[config.mk]
export PLATFORM = sky130hd
export DESIGN_NAME = serial_addsub_ctrl
export DESIGN_NICKNAME = d
export VERILOG_FILES = /design/src/rtl/addsub_pkg.sv /design/src/rtl/serial_addsub_ctrl_addsub.sv /design/src/rtl/serial_addsub_ctrl.sv
export SDC_FILE = /design/constraint.sdc
export NUM_CORES = 1
export LEC_CHECK = 0
export CAP_MARGIN = 25
export CORE_ASPECT_RATIO = 1.75
export CORE_MARGIN = 2
export CORE_UTILIZATION = 35
export DETAILED_ROUTE_END_ITERATION = 6
export SKIP_CTS_REPAIR_TIMING = 1
export SYNTH_ARGS = -nofsm -noshare
export SYNTH_HDL_FRONTEND = slang
export SYNTH_SLANG_ARGS = --single-unit
[constraint.sdc]
create_clock -name clk -period 2.74 [get_ports clk]
set_input_delay 0.548 -clock clk [delete_from_list [all_inputs] [get_ports clk]]
set_output_delay 0.548 -clock clk [all_outputs]
set_load 0.02 [all_outputs]
[src/rtl/addsub_pkg.sv]
// Shared definitions for the nibble-serial add/subtract datapath:
// slice width, sequencer state encoding and the signed-overflow helper.
package addsub_pkg;

    localparam int NIBBLE_W = 4;

    typedef enum logic [1:0] {
        IDLE = 2'd0,
        RUN  = 2'd1,
        DONE = 2'd2
    } state_t;

    // Two's-complement overflow of b + (a ^ op): the effective operands share
    // a sign and the sum's sign differs from it.
    function automatic logic ovf_calc(
        input logic a_msb,
        input logic b_msb,
        input logic s_msb,
        input logic op
    );
        return (((a_msb ^ op) == b_msb) && (s_msb != b_msb)) ? 1'b1 : 1'b0;
    endfunction

endpackage

[src/rtl/serial_addsub_ctrl_addsub.sv]
// 4-bit add/subtract stage: s = (a ^ {4{op}}) + b + xin, co_bo = carry out of bit 3.
// Purely combinational; the sequencer registers everything it needs.
module addsub (
    input  logic       op,
    input  logic [3:0] a,
    input  logic [3:0] b,
    input  logic       xin,
    output logic [3:0] s,
    output logic       co_bo
);

    logic [4:0] total_s;

    // One 5-bit addition yields both the nibble sum and its carry out.
    always_comb begin
        total_s = {1'b0, a ^ {4{op}}} + {1'b0, b} + {4'b0000, xin};
    end

    assign s     = total_s[3:0];
    assign co_bo = total_s[4];

endmodule

[src/rtl/serial_addsub_ctrl.sv]
// Nibble-serial add/subtract sequencer. Accepts a WIDTH-bit operand pair,
// runs it LSB-first through a single 4-bit addsub stage with the carry/borrow
// chained through a register, and presents the result with a valid/ready pair.
module serial_addsub_ctrl
    import addsub_pkg::*;
#(
    parameter int NIBBLES = 4
) (
    input  logic                          clk,
    input  logic                          rst_n,
    input  logic                          in_valid,
    output logic                          in_ready,
    input  logic                          op,
    input  logic [NIBBLE_W*NIBBLES-1:0]   a,
    input  logic [NIBBLE_W*NIBBLES-1:0]   b,
    output logic                          out_valid,
    input  logic                          out_ready,
    output logic [NIBBLE_W*NIBBLES-1:0]   result,
    output logic                          co_bo,
    output logic                          ovf
);

    localparam int WIDTH = NIBBLE_W * NIBBLES;
    localparam int CNT_W = (NIBBLES > 1) ? $clog2(NIBBLES) : 1;
    localparam logic [CNT_W-1:0] CNT_LAST = CNT_W'(NIBBLES - 1);
    localparam logic [CNT_W-1:0] CNT_ONE  = CNT_W'(1);

    state_t                      state_r;
    logic [CNT_W-1:0]            cnt_r;
    logic [WIDTH-1:0]            a_sh_r;
    logic [WIDTH-1:0]            b_sh_r;
    logic [WIDTH-1:0]            result_r;
    logic                        op_r;
    logic                        carry_r;
    logic                        co_bo_r;
    logic                        ovf_r;
    logic                        in_ready_r;
    logic                        out_valid_r;

    logic [NIBBLE_W-1:0]         stage_sum_s;
    logic                        stage_co_s;
    logic [WIDTH+NIBBLE_W-1:0]   result_cat_s;
    logic [WIDTH-1:0]            result_next_s;
    logic [WIDTH-1:0]            a_next_s;
    logic [WIDTH-1:0]            b_next_s;
    logic                        ovf_next_s;

    // The only arithmetic in the block: the current low nibbles of the shifters.
    addsub u_addsub (
        .op    (op_r),
        .a     (a_sh_r[NIBBLE_W-1:0]),
        .b     (b_sh_r[NIBBLE_W-1:0]),
        .xin   (carry_r),
        .s     (stage_sum_s),
        .co_bo (stage_co_s)
    );

    // Next-slice values: the new sum nibble enters at the top of the result,
    // operands move down one nibble; concatenation keeps NIBBLES=1 legal.
    always_comb begin
        result_cat_s  = {stage_sum_s, result_r};
        result_next_s = result_cat_s[WIDTH+NIBBLE_W-1:NIBBLE_W];
        a_next_s      = a_sh_r >> NIBBLE_W;
        b_next_s      = b_sh_r >> NIBBLE_W;
        ovf_next_s    = ovf_calc(a_sh_r[NIBBLE_W-1], b_sh_r[NIBBLE_W-1],
                                 stage_sum_s[NIBBLE_W-1], op_r);
    end

    // Sequencer FSM with its datapath registers and registered handshake outputs.
    always_ff @(posedge clk or negedge rst_n) begin
        if (!rst_n) begin
            state_r     <= IDLE;
            cnt_r       <= '0;
            a_sh_r      <= '0;
            b_sh_r      <= '0;
            result_r    <= '0;
            op_r        <= 1'b0;
            carry_r     <= 1'b0;
            co_bo_r     <= 1'b0;
            ovf_r       <= 1'b0;
            in_ready_r  <= 1'b1;
            out_valid_r <= 1'b0;
        end else begin
            case (state_r)
                IDLE: begin
                    if (in_valid && in_ready_r) begin
                        a_sh_r     <= a;
                        b_sh_r     <= b;
                        op_r       <= op;
                        carry_r    <= op;
                        cnt_r      <= '0;
                        in_ready_r <= 1'b0;
                        state_r    <= RUN;
                    end
                end
                RUN: begin
                    result_r <= result_next_s;
                    carry_r  <= stage_co_s;
                    a_sh_r   <= a_next_s;
                    b_sh_r   <= b_next_s;
                    if (cnt_r == CNT_LAST) begin
                        co_bo_r     <= stage_co_s;
                        ovf_r       <= ovf_next_s;
                        out_valid_r <= 1'b1;
                        state_r     <= DONE;
                    end else begin
                        cnt_r <= cnt_r + CNT_ONE;
                    end
                end
                DONE: begin
                    if (out_ready) begin
                        out_valid_r <= 1'b0;
                        in_ready_r  <= 1'b1;
                        state_r     <= IDLE;
                    end
                end
                default: begin
                    out_valid_r <= 1'b0;
                    in_ready_r  <= 1'b1;
                    state_r     <= IDLE;
                end
            endcase
        end
    end

    assign in_ready  = in_ready_r;
    assign out_valid = out_valid_r;
    assign result    = result_r;
    assign co_bo     = co_bo_r;
    assign ovf       = ovf_r;

endmodule

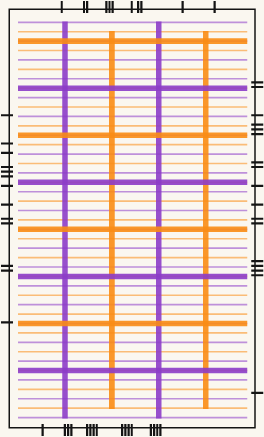
*Floorplan with the power grid*
Pins as bars on the die edge.
- purple: VSS
- orange: VDD
- met4 straps: 4
- rows: 42
- signal pins: 57
- met5 straps: 8
- met1 rails: 43

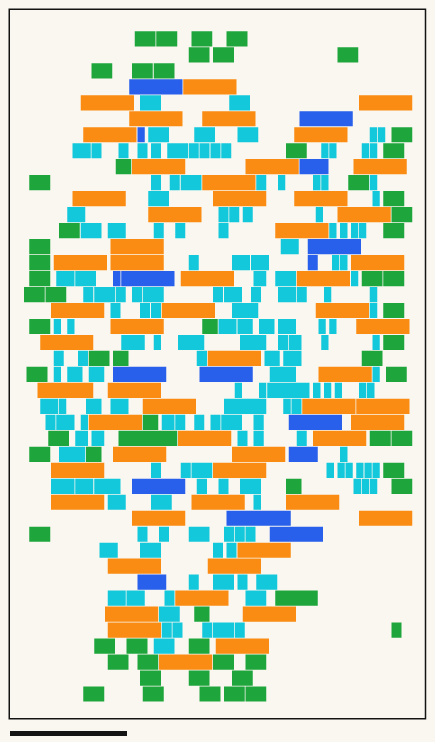
*Placed cells, one colour a class*
The bar under the picture is 20 um long.
- green: other buffers and delay cells (cells 65)
- orange: flops (cells 58)
- blue: clock drivers and dummy loads (cells 16)
- cyan: combinational and other logic (cells 176)
register share of the cell area: 39.8%
# rows: 42
core area: 7570 um^2
final instance area: 3650 um^2

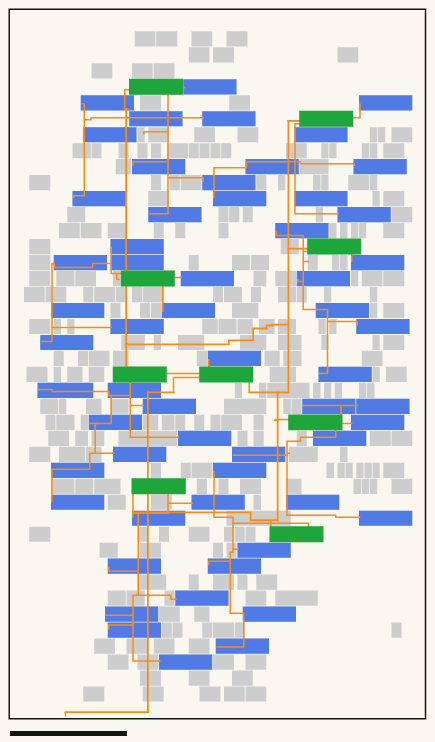
*Clock distribution*
The bar under the picture is 20 um long.
- green: clock drivers (count 9)
- blue: flip-flops (count 58)
- orange: clock wires (length 810 um)
- routed clock nets: 10
- flops lie: widely spread
Clock Skew: 0.00628 ns
Clk. pwr: 1140 uW
clock share of power: 25.7%

==> impl_metrics.py <==
# Flow results
metrics = {
    "status": {
        "outcome": "completed",
    },
    "global_route": {
        "grt_use_met1_pct": 17.2,
        "antenna_found_initial": 0,
        "busiest_layer": "met2",
        "track_usage_pct": 15.7,
        "grt_pass1_vias": 2148,
        "grt_use_met3_pct": 3.50,
    },
    "place": {
        "gp_congestion": 0.750,
        "dpl-instance-area_um2": 3320,
        "dpl_worst_slack_ns": 0.624,
        "dp_hpwl_um": 4240,
    },
    "floorplan": {
        "die_area_um2": 8510,
        "die_height_um": 121,
        "io_pins": 57,
        "taps": 88,
        "initial_core_util_pct": 35.9,
        "die_w_um": 70.6,
    },
    "routing": {
        "drtIter0Drc": 65,
        "wl_per_cell_um": 14.6,
        "viasPerCell": 5.08,
        "dr_wl_met3_um": 278,
        "routed_wl_um": 5880,
        "final_antenna_net_count": 0,
        "dr.max_layer_used": "met4",
        "wl_met2_um": 3100,
    },
    "clock_tree": {
        "cts_inserted_buffers": 9,
        "clk_pin_slew_ns": 0.05,
        "clockRootBuffer": "clkbuf_16",
        "cts_tree": "built",
        "clock_sinks": 58,
    },
    "pwr": {
        "pwr-share-seq_pct": 33.5,
        "powerDensity_nw_per_um2": 1210,
        "seq_power_uw": 1480,
        "power_leader": "combinational cells",
        "swShare_pct": 35.5,
        "intPower_uw": 2860,
        "ir_worst_vdd_mv": 0.553,
        "totalPowerFinal_uw": 4430,
        "comb_power_share_pct": 40.8,
    },
    "worst_setup_path": {
        "crit_family": "adder cells",
        "startpoint": "op_r$_DFFE_PN0P_",
        "cpMostUsedCell": "fa_1",
        "r2r-end": "carry_r$_DFFE_PN0P_",
        "worstPathCellList": "xnor2_1, fa_1, inv_1, fa_1, a21o_1, a211oi_1, o31ai_2",
        "critPathCapture": "carry_r$_DFFE_PN0P_",
        "critPathMaxStageDelay_ns": 0.45,
        "path_max_fanout": 5,
        "r2r_slack_ns": 0.63,
    },
    "finish": {
        "final_layout_size_suffix_gt1_share_pct": 9.52,
        "instances_no_fill": 403,
        "nNonClkInverters": 5,
        "flop_area_um2": 1450,
        "utilization_pct": 48.3,
        "final_common_cell": "dfrtp_1",
        "combGateArea_um2": 1110,
        "signal_buffers": 65,
        "final_nets": 353,
        "logic_gates": 171,
    },
    "yosys": {
        "ff_type": "dfrtp_1",
        "top_logic_kind": "AND-OR/OR-AND gates",
        "ys_sh_adder_pct": 3.32,
        "yosys.stat.seqShare_pct": 53.5,
        "top_area_share_pct": 52.5,
        "synth-xor-area-share_pct": 1.61,
        "ys_chip_area_um2": 2720,
        "compound_area_share_pct": 16.3,
        "synth_nets": 295,
        "top_cells_by_area": "dfrtp_1 53%, mux2i_1 8.8%, nand2_1 6.1%, o21ai_0 5.5%, o21ai_1 4.2%",
    },
    "sta": {
        "rsz0062_at_grt": "no",
        "fin_crit_ns": 2.11,
        "layout_setup_ws_ns": 0.633,
        "max_clock_freq_mhz": 475,
        "hold_slack_ns": 0.195,
        "slew_violations": 0,
        "finalCritPeriodShare_pct": 76.9,
        "finalSetupTns_ns": 0,
    },
    "hold_path": {
        "hp-class": "input pin to asynchronous set/reset pin",
    },
    "flow_run": {
        "cap_violations": 0,
    },
}
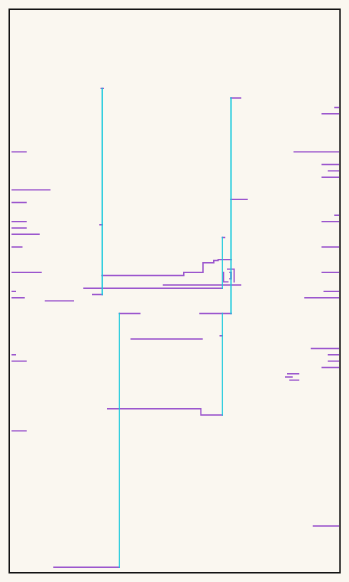
*Routed metal, one colour a layer*
Two of the layers only.
- purple: metal 3 (wire length 279 um)
- cyan: metal 4 (wire length 178 um)

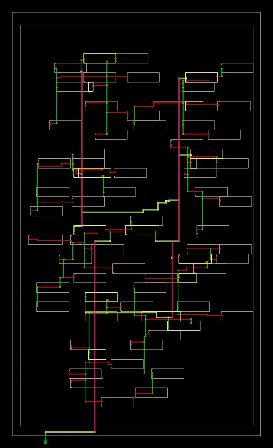
*Clock routing*
Layout clock buffers: 14
FFs & Latches: 58

Power and IR drop assume default switching activity.
